### Routed clock nets over the placement, run 1

Bar = 20 um.
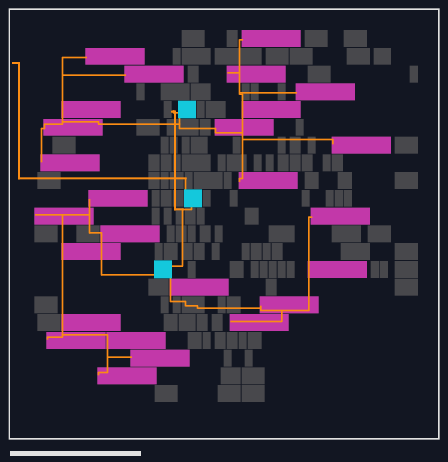
### Routed metal per tile, run 1

13 x 13 tiles, from dark blue (low) to red (high), scaled to the fullest tile. Values are wire area over tile area, all layers added.
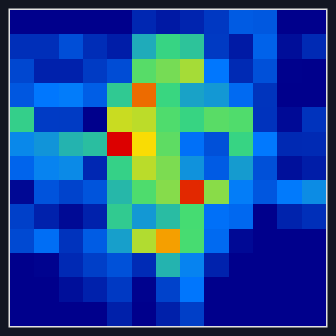
### Sequential cells colored by netlist name, run 1

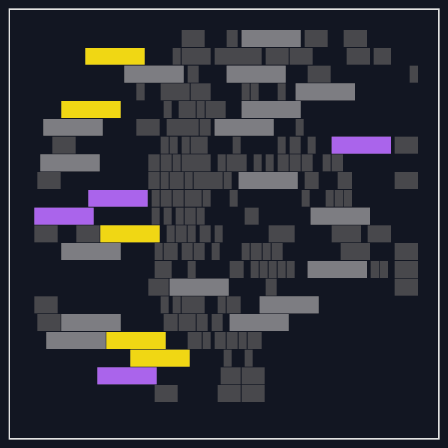
### src/rtl/afifo_pkg.sv
// Shared async-FIFO definitions: default geometry and Gray/binary pointer conversions,
// used by both the write-side and read-side controllers.
package afifo_pkg;

  localparam int unsigned DEF_ADDR_W      = 4;
  localparam int unsigned DEF_SYNC_STAGES = 2;
  localparam int unsigned CODE_W          = 32;

  function automatic logic [CODE_W-1:0] bin2gray(input logic [CODE_W-1:0] b);
    return b ^ (b >> 1);
  endfunction

  // Each binary bit is the XOR of all Gray bits at or above it.
  function automatic logic [CODE_W-1:0] gray2bin(input logic [CODE_W-1:0] g);
    logic [CODE_W-1:0] b;
    b[CODE_W-1] = g[CODE_W-1];
    for (int i = CODE_W - 2; i >= 0; i--) begin
      b[i] = b[i+1] ^ g[i];
    end
    return b;
  endfunction

endpackage

### src/rtl/afifo_sync.sv
// Multi-flop synchronizer for a Gray-coded pointer crossing into this clock domain.
module afifo_sync #(
  parameter int unsigned WIDTH  = 5,
  parameter int unsigned STAGES = 2
) (
  input  logic             clk,
  input  logic             rst_n,
  input  logic [WIDTH-1:0] d,
  output logic [WIDTH-1:0] q
);

  logic [WIDTH-1:0] stage_q [STAGES];

  always_ff @(posedge clk or negedge rst_n) begin
    if (!rst_n) begin
      for (int i = 0; i < int'(STAGES); i++) begin
        stage_q[i] <= '0;
      end
    end else begin
      stage_q[0] <= d;
      for (int i = 1; i < int'(STAGES); i++) begin
        stage_q[i] <= stage_q[i-1];
      end
    end
  end

  assign q = stage_q[STAGES-1];

endmodule

### src/rtl/afifo_wr_ctrl.sv
// Async FIFO write-side controller: write pointer, full/almost-full/level status.
// Define AFIFO_WR_OVF_EN to build the sticky write-overflow flag.
module afifo_wr_ctrl
  import afifo_pkg::*;
#(
  parameter int unsigned ADDR_W       = DEF_ADDR_W,
  parameter int unsigned SYNC_STAGES  = DEF_SYNC_STAGES,
  parameter int unsigned AFULL_THRESH = (2 ** ADDR_W) - 2
) (
  input  logic              wclk,
  input  logic              wrst_n,
  input  logic              winc,
  input  logic [ADDR_W:0]   rptr_gray,
  input  logic              wclr_ovf,
  output logic [ADDR_W-1:0] waddr,
  output logic              wen,
  output logic [ADDR_W:0]   wptr_gray,
  output logic              wfull,
  output logic              walmost_full,
  output logic              woverflow,
  output logic [ADDR_W:0]   wlevel
);

  localparam int unsigned PTR_W = ADDR_W + 1;
  // Full when the write pointer is one lap ahead: Gray pointers differ in the top two bits only.
  localparam logic [PTR_W-1:0] FULL_MASK = PTR_W'(3) << (ADDR_W - 1);
  localparam logic [PTR_W-1:0] AFULL_LVL = PTR_W'(AFULL_THRESH);

  logic [PTR_W-1:0] wbin;
  logic [PTR_W-1:0] next_wbin;
  logic [PTR_W-1:0] next_wgray;
  logic [PTR_W-1:0] rptr_sync;
  logic [PTR_W-1:0] rbin_sync;
  logic [PTR_W-1:0] next_level;

  afifo_sync #(
    .WIDTH  (PTR_W),
    .STAGES (SYNC_STAGES)
  ) u_rptr_sync (
    .clk   (wclk),
    .rst_n (wrst_n),
    .d     (rptr_gray),
    .q     (rptr_sync)
  );

  assign wen   = winc & ~wfull;
  assign waddr = wbin[ADDR_W-1:0];

  // Next-state pointer arithmetic; all status is computed from the post-write pointer.
  always_comb begin
    next_wbin  = wbin + PTR_W'(wen);
    next_wgray = PTR_W'(bin2gray(CODE_W'(next_wbin)));
    rbin_sync  = PTR_W'(gray2bin(CODE_W'(rptr_sync)));
    next_level = next_wbin - rbin_sync;
  end

  always_ff @(posedge wclk or negedge wrst_n) begin
    if (!wrst_n) begin
      wbin         <= '0;
      wptr_gray    <= '0;
      wfull        <= 1'b0;
      walmost_full <= 1'b0;
      wlevel       <= '0;
    end else begin
      wbin         <= next_wbin;
      wptr_gray    <= next_wgray;
      wfull        <= (next_wgray == (rptr_sync ^ FULL_MASK));
      walmost_full <= (next_level >= AFULL_LVL);
      wlevel       <= next_level;
    end
  end

`ifdef AFIFO_WR_OVF_EN
  // Sticky overflow; a rejected write on the same edge as a clear keeps it set.
  always_ff @(posedge wclk or negedge wrst_n) begin
    if (!wrst_n) begin
      woverflow <= 1'b0;
    end else if (winc && wfull) begin
      woverflow <= 1'b1;
    end else if (wclr_ovf) begin
      woverflow <= 1'b0;
    end
  end
`else
  logic unused_wclr_ovf;
  assign unused_wclr_ovf = wclr_ovf;
  assign woverflow       = 1'b0;
`endif

endmodule

### config.mk
export PLATFORM = sky130hd
export DESIGN_NAME = afifo_wr_ctrl
export DESIGN_NICKNAME = d
export VERILOG_FILES = /design/src/rtl/afifo_pkg.sv /design/src/rtl/afifo_sync.sv /design/src/rtl/afifo_wr_ctrl.sv
export SDC_FILE = /design/constraint.sdc
export NUM_CORES = 1
export LEC_CHECK = 0
export ABC_AREA = 1
export CORE_MARGIN = 3
export CORE_UTILIZATION = 35
export CTS_CLUSTER_DIAMETER = 100
export DETAILED_ROUTE_END_ITERATION = 7
export SYNTH_ARGS = -nofsm -noshare
export SYNTH_HDL_FRONTEND = slang
export SYNTH_SLANG_ARGS = --single-unit
export TNS_END_PERCENT = 100
### constraint.sdc
create_clock -name wclk -period 5.05 [get_ports wclk]
set_input_delay 0.505 -clock wclk [delete_from_list [all_inputs] [get_ports wclk]]
set_output_delay 0.505 -clock wclk [all_outputs]
set_load 0.01 [all_outputs]
==> impl_metrics.toml, run 1 <==
# flow metrics
[clock_tree]
hold_buffers = 0
htreeDepth = 1
clockBufferDepth = 2
cts_buffers = 3
cts_resized = 0
clock-sinks = 26

[power]
power_density_nw_per_um2 = 611
power-top-group = "combinational cells"
leakage_nw = 0.780
vdd_ir_drop_max_uv = 160
p_comb_mw = 0.528
internal-power_mw = 0.563
p_seq_frac = 0.338
pwr-share-comb = 0.552

[worst_setup_path]
crit_fanout = 5
crit_chain = "clkdlybuf4s50_1, inv_1, nor2_1, ha_1, nand2_4, nand2_1, nand2_1, ha_1, inv_1, nor2_1, o21a_1, nor2_1, xor2_1, nand2_1"
crit_family = "simple AND/OR/NAND/NOR gates"
r2r-end = "walmost_full"
crit_path_start_kind = "primary input"
slowest_delay_ns = 0.45
worstRegToRegCells = 14
r2r_start = "u_rptr_sync.q[4]"
arrival_ns = 2.79
critPathBufInv = 3

[grt]
antenna_found_initial = 0
grt_first_pass_wirelength_um = 4080
grtUsageMet1 = 0.154
overflow = 0
met3_usage = 0.0256
grt-busiest-layer = "met2"

[place]
hpwl_um = 1800
post-place-ws_ns = 2.14
gp_congestion = 0.832
dp_cells = 204
dpl_cell_area_um2 = 1530

[yosys]
edf_count = 0
mux_area_frac = 0
async_flop_share = 1.00
ys_sh_adder = 0.0765
ys_top_logic_family = "simple AND/OR/NAND/NOR gates"
yosys_cells = 135
ys_seq_frac = 0.524
most_common_cell = "nand2_1"
top_cells_by_count = "nand2_1 (32), dfrtp_1 (26), nand3_1 (22)"
ff_type = "dfrtp_1"
syn_avg_cell_area_um2 = 9.20
syn_nets = 151
synth_warnings = 0
xor_share = 0.0282
area_leaders = "dfrtp_1 (52%), nand2_1 (9.7%), nand3_1 (8.9%)"
yosysUniqueCellTypes = 24
ys.flops = 26
ys_area_um2 = 1240
syn_area_um2 = 1240
syn-instance-count = 135

[run_status]
status = "completed"

[timing]
fmax_mhz = 389
period_used_share = 0.509
period_needed_ns = 2.57
whs_ns = 0.364
tns_ns = 0
rsz0062_at_grt = "no"

[cells_and_area]
final_cell_mix = "nand2_1 (32), dfrtp_1 (26), clkdlybuf4s50_1 (24), nand3_1 (22), inv_1 (16)"
flops = 26
diodes = 0
clkbuf_count = 4
final-clk-cell-share = 0.0232
syn_to_final_growth_pct = 26.0
comb_area_um2 = 505
nNonClkBuffers = 25
regArea_um2 = 651
comb_area_share = 0.323
top_area_cell_class = "flip-flops and latches"
layout-drive-gt1-share = 0.111

[route]
final_antenna_net_count = 0
wl_met2_um = 1120
drcViolationCount = 0
wl_met1_um = 994
wire_per_inst_um = 10.9

[floorplanning]
die_w_um = 65.6
core_um2 = 3390
rows = 21
fp_util = 0.367
die_area_um2 = 4300
io_pins = 27

[job]
tool_warnings = 28
maxCapViolations = 0
## Picture notes: 'Routed clock nets over the placement'
legend:
  clock drivers:
    color: cyan
    count: 3
  flip-flops:
    color: magenta
    count: 26
  clock wires:
    color: orange
    length: 320 um
routed clock nets: 4
Clock power frac: 0.110
Clk power: 0.105 mW
Clock Skews: 0.00178 ns
clk_lat worst skew: 0.32 ns

## Picture notes: 'Routed metal per tile'
tiles over half the peak: 13%
nearly empty tiles: 25%
densest ninth of the die: middle
mean over tiles: 0.083
Total GRT Usage: 0.124
via count: 935

## Picture notes: 'Sequential cells colored by netlist name'
legend:
  `wptr_gray`:
    color: purple
    placed_flops: 4
  `u_rptr_sync.q`:
    color: yellow
    placed_flops: 5
not colored: 17
Seq area share: 0.416
P_seq: 0.323 mW
fin util: 0.462

## Run 2: what changed since run 1
Clock period 5.05 ns to 2.6 ns, I/O delays scaled along.
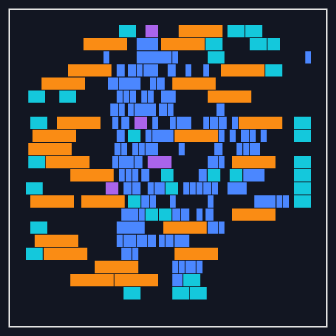
*Placement by cell class, run 2*
legend:
  remaining buffers and delay cells:
    color: cyan
    cells: 33
  clock drivers and dummy loads:
    color: purple
    cells: 4
  combinational and other logic:
    color: blue
    cells: 107
  sequential cells:
    color: orange
    cells: 26
Seq area share: 0.398
final instance area: 1640 um^2
fin util: 0.482
Core Rows: 21

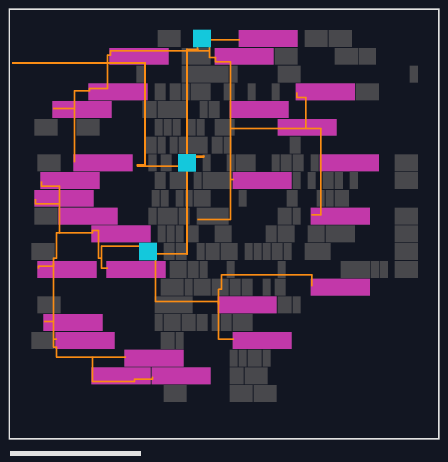
*Routed clock nets over the placement, run 2*
Bar = 20 um.
legend:
  clock wires:
    color: orange
    length: 339 um
  flip-flops:
    color: magenta
    count: 26
  clock drivers:
    color: cyan
    count: 3
routed clock nets: 4
flops lie: widely spread
Clock power frac: 0.109
clk_lat worst skew: 0.33 ns
Clk power: 0.210 mW
Clock Skews: 0.00480 ns

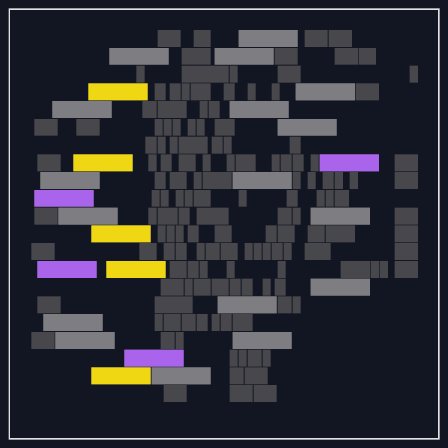
*Sequential cells colored by netlist name, run 2*
legend:
  `wptr_gray`:
    color: purple
    placed_flops: 4
  `u_rptr_sync.q`:
    color: yellow
    placed_flops: 5
not colored: 17
flip-flop and latch area: 651 um^2
P_seq: 0.626 mW

==> run 2 against run 1 <==
Net effect:
- final cell count rose by 3.8%
- worst hold slack worse by 0.097 ns
- largest power group unchanged
- highest routed layer unchanged
- combinational power grew 110%
- clock skew rose by 0.0030 ns
- die size unchanged
==> impl_metrics.toml, run 2 <==
# flow metrics
[timing]
rsz0062_at_grt = "no"
fmax_mhz = 414
tns_ns = 0
period_needed_ns = 2.41
period_used_share = 0.928

[worst_setup_path]
arrival_ns = 2.64
r2r-end = "walmost_full"
crit_chain = "xnor2_2, or2_4, nand2_2, nand2_1, nand3_1, nand2_1, inv_1, ha_1, fa_1, nor2_1, o21a_1, nor2_1, xor2_1, nand2_1"
r2r_start = "u_rptr_sync.q[3]"
crit_fanout = 3
crit_path_start_kind = "register"
critPathBufInv = 1
slowest_delay_ns = 0.44
crit_family = "simple AND/OR/NAND/NOR gates"
critPathRequiredTime_ns = 2.83
worstRegToRegCells = 14

[cells_and_area]
syn_to_final_growth_pct = 31.6
final-clk-cell-share = 0.0222
comb_area_share = 0.315
top_area_cell_class = "flip-flops and latches"
diodes = 0
flops = 26
layout-drive-gt1-share = 0.165
clkbuf_count = 4
comb_area_um2 = 515
final_cell_mix = "nand2_1 (32), dfrtp_1 (26), clkdlybuf4s50_1 (24), nand3_1 (22), inv_1 (16)"

[yosys]
syn-instance-count = 135
syn_avg_cell_area_um2 = 9.20
mux_area_frac = 0
syn_area_um2 = 1240
ys_seq_frac = 0.524
ys_top_logic_family = "simple AND/OR/NAND/NOR gates"
xor_share = 0.0282
async_flop_share = 1.00
ys_sh_adder = 0.0765
most_common_cell = "nand2_1"
edf_count = 0
yosys_cells = 135
ff_type = "dfrtp_1"
yosysUniqueCellTypes = 24
top_cell_area_share = 0.524
ys_area_um2 = 1240
area_leaders = "dfrtp_1 (52%), nand2_1 (9.7%), nand3_1 (8.9%)"
ys.flops = 26
top_cells_by_count = "nand2_1 (32), dfrtp_1 (26), nand3_1 (22)"
synth_warnings = 0

[power]
internal-power_mw = 1.15
p_seq_frac = 0.324
p_sw_frac = 0.407
p_total_mw = 1.93
p_switching_mw = 0.788
p_comb_mw = 1.10
pwr-share-comb = 0.568
power-top-group = "combinational cells"
power_density_nw_per_um2 = 1180
vdd_ir_drop_max_uv = 448
leakage_nw = 0.825

[floorplanning]
core_um2 = 3390
die_area_um2 = 4300
io_pins = 27
fp_util = 0.367
die_w_um = 65.6

[run_status]
status = "completed"

[clock_tree]
htreeDepth = 1
cts_buffers = 3
clock-sinks = 26
cts_resized = 0
hold_buffers = 0
clockBufferDepth = 2

[place]
dpl_cell_area_um2 = 1570
hpwl_um = 1840
gp_congestion = 0.865
post-place-ws_ns = -0.0167
dp_cells = 210

[job]
tool_warnings = 28
maxCapViolations = 0

[route]
wl_met1_um = 994
via_count = 981
wire_per_inst_um = 11.1
wl_met2_um = 1270
final_antenna_net_count = 0
wl_um = 2400
drcViolationCount = 0

[grt]
met3_usage = 0.0291
grt_first_pass_wirelength_um = 4220
grt_usage = 0.126
antenna_found_initial = 0
grt-busiest-layer = "met2"
grtUsageMet1 = 0.143
## Run 3: what changed since run 2
Settings changed: GPL_ROUTABILITY_DRIVEN set to 0.
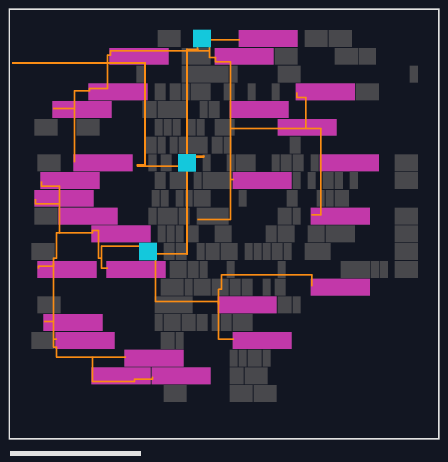
*Routed clock nets over the placement, run 3*
Bar = 20 um.
legend:
  flip-flops:
    color: magenta
    count: 26
  clock drivers:
    color: cyan
    count: 3
  clock wires:
    color: orange
    length: 339 um
flops lie: widely spread

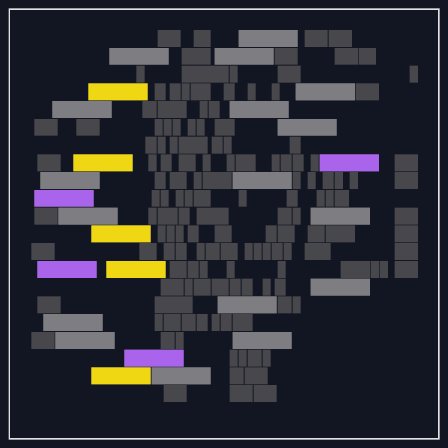
*Sequential cells colored by netlist name, run 3*
legend:
  `wptr_gray`:
    color: purple
    placed_flops: 4
  `u_rptr_sync.q`:
    color: yellow
    placed_flops: 5

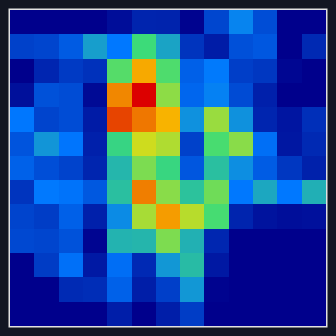
*Routed metal per tile, run 3*
13 x 13 tiles, from dark blue (low) to red (high), scaled to the fullest tile. Values are wire area over tile area, all layers added.
densest ninth of the die: middle
fullest tile: 0.42
tiles over half the peak: 14%
via count: 981
post-DR wirelength/cell: 11.1 um
total wire length: 2400 um
Total GRT Usage: 0.126

==> run 3 against run 2 <==
Net effect:
- clock power barely moved
- clock-buffer cell count unchanged
- worst setup slack unchanged
- via count did not move
- critical endpoint unchanged
- highest routed layer unchanged
==> impl_metrics.toml, run 3 <==
# flow metrics
[cells_and_area]
final-clk-cell-share = 0.0222
fin_area_um2 = 1640
diodes = 0
final_util = 0.482
final_cell_mix = "nand2_1 (32), dfrtp_1 (26), clkdlybuf4s50_1 (24), nand3_1 (22), inv_1 (16)"
comb_area_um2 = 515
syn_to_final_growth_pct = 31.6

[yosys]
ff_type = "dfrtp_1"
area_leaders = "dfrtp_1 (52%), nand2_1 (9.7%), nand3_1 (8.9%)"
synth_warnings = 0
syn-instance-count = 135
top_cells_by_count = "nand2_1 (32), dfrtp_1 (26), nand3_1 (22)"
yosysUniqueCellTypes = 24

[power]
power_density_nw_per_um2 = 1180
leakage_nw = 0.825
p_sw_frac = 0.407
powerClk_mw = 0.210
p_switching_mw = 0.788
powerSeq_mw = 0.626

[place]
post-place-ws_ns = -0.0167
dpl_cell_area_um2 = 1570

[run_status]
status = "completed"

[job]
tool_warnings = 28
maxCapViolations = 0

[floorplanning]
core_um2 = 3390
io_pins = 27
rows = 21

[worst_setup_path]
crit_fanout = 3
critPathBufInv = 1
arrival_ns = 2.64
crit_chain = "xnor2_2, or2_4, nand2_2, nand2_1, nand3_1, nand2_1, inv_1, ha_1, fa_1, nor2_1, o21a_1, nor2_1, xor2_1, nand2_1"

[grt]
grt_first_pass_wirelength_um = 4220
antenna_found_initial = 0

[clock_tree]
cts_resized = 0
hold_buffers = 0

[timing]
rsz0062_at_grt = "no"
skew_ns = 0.00480
Power figures rest on the tool's default switching activity, not on a simulated workload.
